Figure 1. Routed metal, one color a layer.
(3 px per micron) Only two layers are drawn.
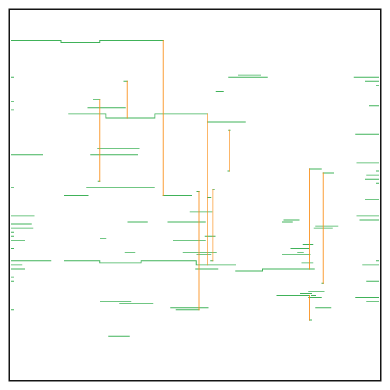
Figure 2. Gate-type map.
(4 px per micron)
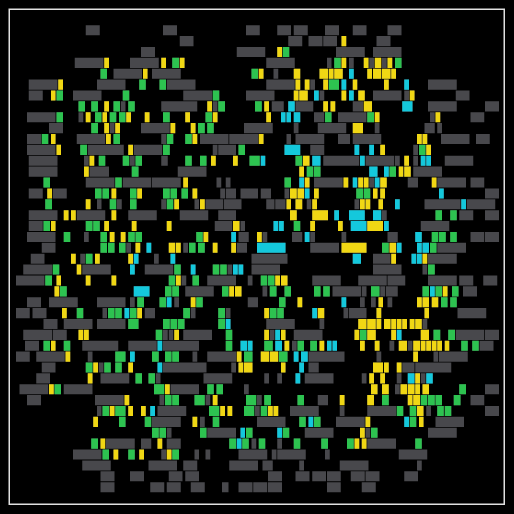
Figure 3. Zoomed window.
Region (47, 71) to (77, 101) microns. Cells in gray, sequential cells in the stronger gray; small squares are vias.
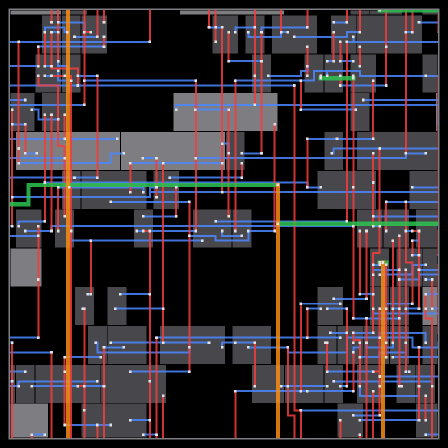
==> config.mk <==
export PLATFORM = sky130hd
export DESIGN_NAME = memory_loader
export DESIGN_NICKNAME = d
export VERILOG_FILES = /design/src/rtl/memory_loader.sv
export SDC_FILE = /design/constraint.sdc
export NUM_CORES = 1
export LEC_CHECK = 0
export ABC_AREA = 1
export CORE_MARGIN = 1
export CORE_UTILIZATION = 35
export DETAILED_ROUTE_END_ITERATION = 8
export GPL_ROUTABILITY_DRIVEN = 0
export PLACE_DENSITY_LB_ADDON = 0.08
export SYNTH_ARGS = -nofsm -noshare
export SYNTH_HDL_FRONTEND = slang
export SYNTH_SLANG_ARGS = --single-unit
==> constraint.sdc <==
create_clock -name clock_in -period 2.4 [get_ports clock_in]
set_clock_uncertainty 0.05 [all_clocks]
set_input_delay 0.24 -clock clock_in [delete_from_list [all_inputs] [get_ports clock_in]]
set_output_delay 0.24 -clock clock_in [all_outputs]
set_load 0.02 [all_outputs]
==> results.yml <==
# implementation run metrics
sta:
  maxSlewHeadroom_pct: 61.2
  fin_crit_sh_pct: 91.0
  fin_crit_ps: 2180
  hold_violations: 0
  fmax_mhz: 458
  tns_ps: 0
  slew_viol_final: 0
  rsz0062_at_grt: "no"
  tightest_slew_ps: 582
  setup_viol: 0
routing:
  wl_met3_microns: 654
  top_layer: "met4"
  viasPerCell: 5.08
  drc: 0
  drtIter0Drc: 339
  ant_nets: 0
  wl_met1_microns: 6800
  firstDrtPassIters: 6
  dr_wl_met2_microns: 6800
  post_drt_wl_per_cell_microns: 14.4
global_route:
  grt_pass1_wl_microns: 23400
  grt_max_degree: 66
  grtUsageTotal_pct: 20.1
  grt_pass1_vias: 4754
  grt_overflow_total: 0
  antenna_found_initial: 0
clocking:
  cts-root-buf: "clkbuf_16"
  ctsResizeCount: 0
  cts_buffers: 9
  cts_sinks: 103
  post-cts-setup-buffers: 0
  cts_tree: "yes"
  ctsHoldBuffers: 0
  cts_max_path_buffers: 2
  clk-insertion-delay-late_ps: 360
  clk_pin_slew_ps: 70
  htree_levels: 3
synth:
  seq_area_frac_synth_pct: 40.0
  yosysTopAreaCellShare_pct: 40.0
  yosys_area_sq_mm: 0.00516
  synthesis.area_sq_mm: 0.00516
  syn_area_per_cell_sq_um: 6.79
  ys_cells: 759
  ys_sh_simple_pct: 25.7
  mux_share_pct: 0
  fp_nets: 791
  xor_share_pct: 0.340
  async_flop_share_pct: 0
  yosysUniqueCellTypes: 34
  synthTopCellsByCount: "180 x nand2_1, 103 x dfxtp_1, 94 x inv_1"
  syn_inst: 759
  synthAoiAreaFrac_pct: 19.9
  adder_share_pct: 2.81
  ys.flop_type: "dfxtp_1"
  synth_top_cell_by_area: "dfxtp_1"
  most_common_cell: "nand2_1"
  area_leaders: "dfxtp_1 40%, nand2_1 13%, a21oi_1 8.6%"
  edf_count: 0
  synth_flops: 103
  ys_warn_count: 0
  top_logic_kind: "simple AND/OR/NAND/NOR gates"
worst_setup_path:
  end_kind: "flip-flop"
  crit_arrival_ps: 2350
  path_buffers: 3
  cpMaxStageDelayCell: "fa_1"
  critical-path-top-delay-family: "simple AND/OR/NAND/NOR gates"
  r2r_setup_slack_ps: 220
  crit_fanout: 5
  cp-start-kind: "flip-flop"
  required_ps: 2570
  path_cells: "nor2_1 -> nand2_1 -> inv_1 -> ha_1 -> inv_1 -> fa_1 -> inv_1 -> nand3_1 -> nand2_1 -> nand2_1 -> nand3_1 -> nand2_1 -> a21oi_1 -> nor2_1"
  cp_slowest_stage_delay_ps: 400
  crit_top_cell: "nand2_1"
  path_class: "flip-flop to flip-flop"
  rr_worst_depth: 14
  crit_cells: 14
run:
  maxCapViolations: 0
  warning_count: 33
worst_hold_path:
  hold_depth: 4
  hp-class: "input pin to flip-flop"
die:
  dieArea_sq_mm: 0.0152
  die_y_microns: 123
  ios: 77
  num_rows: 43
  core_sq_mm: 0.0141
  die_x_microns: 123
  fp_util_pct: 36.4
finish:
  areaGrowthSynthToFinish_pct: 23.5
  nets: 858
  fin_util_pct: 45.0
  drive_above_1_share_pct: 6.26
  diodes: 0
place:
  portBuffers: 74
  dp.cells: 995
  dp_hpwl_microns: 10200
run_status:
  status: "completed"
power_and_ir_drop:
  p_leak_uw: 0.00254
  power_per_cell_area_mw_per_mm2: 659
  ir_drop_mv: 0.425
Back to the opening pictures, Figure 1:
- orange: metal 4 (wire length 297 microns)
- green: metal 3 (wire length 655 microns)
vias: 5,133
WL final: 14,500 microns

Back to the opening pictures, Figure 2:
- yellow: nand cells (cells 228; most used nand2_1; where all over the die)
- cyan: nor cells (cells 80; most used nor2_1)
- green: aoi and oai cells (cells 198; most used a21oi_1; where all over the die)
most numerous logic cell after layout: nand2_1
Comb/total area: 39.7%
post-route non-filler standard cell count: 1,011

Back to the opening pictures, Figure 3:
- green: metal 3
- orange: metal 4
- blue: metal 1
- red: metal 2
- sequential cells in the window: 3
- cells with their middle in the window: 64
- most frequent: nand2_1 (13), inv_1 (9)

==> final cells by class <==
class	instances	area (sq um)
well taps	180	225
clock inverters	6	67.6
flip-flops and latches	103	2060
clock buffers	10	239
fillers	1509	7780
multi-input cells	520	2530
repair buffers	89	861
inverters	103	389
==> cells in the final DEF, fill, tap and decap left out, types with 10 or more instances in the layout <==
cell type / Yosys / final
nor2_1: 62 / 61
a21oi_1: 89 / 89
nand2_1: 180 / 180
clkdlybuf4s50_1: 0 / 73
o21ai_1: 22 / 22
nand4_1: 13 / 13
buf_4: 4 / 14
o21ai_0: 73 / 73
inv_1: 94 / 94
ha_1: 10 / 10
nand3_1: 29 / 29
dfxtp_1: 103 / 103
==> metal layers <==
layer  track usage [%]  up-vias
li1                  -     2602
met4              7.61        0
met2              32.8      136
met1              25.5     2373
met3              4.61       22
met5                 0        -
==> stage by stage <==
step                      total power (uW)  hold WS [ps]  area, sq um  worst slack (ps)
after floorplan                       2440           391         5160               360
after global placement                2700           406         6060               252
after detailed placement              2710           409         6060               253
after CTS                             4240           381         6370               216
after global routing                  4410           403         6370              12.8
final                                 4200           365         6370               215
==> kinds of logic after synthesis <==
family	after synthesis
buffers and inverters	136
adder cells (fa/ha/maj)	11
AND/OR/NAND/NOR	308
XOR/XNOR	2
AND-OR/OR-AND	199
flip-flops	103
==> tightest hold or removal path: cells and delay by family <==
family | cells | cell delay, ps
AND-OR/OR-AND | 2 | 190
buffers and inverters | 2 | 290
==> report_power, final <==
| group | total (uW) | internal [uW] | switching [uW] |
|---|---|---|---|
| Clock | 1510 | 841 | 673 |
| Combinational | 800 | 280 | 520 |
| Sequential | 1880 | 1810 | 73.5 |
| Total | 4200 | 2930 | 1270 |
Power is estimated from default activity; no workload was simulated.
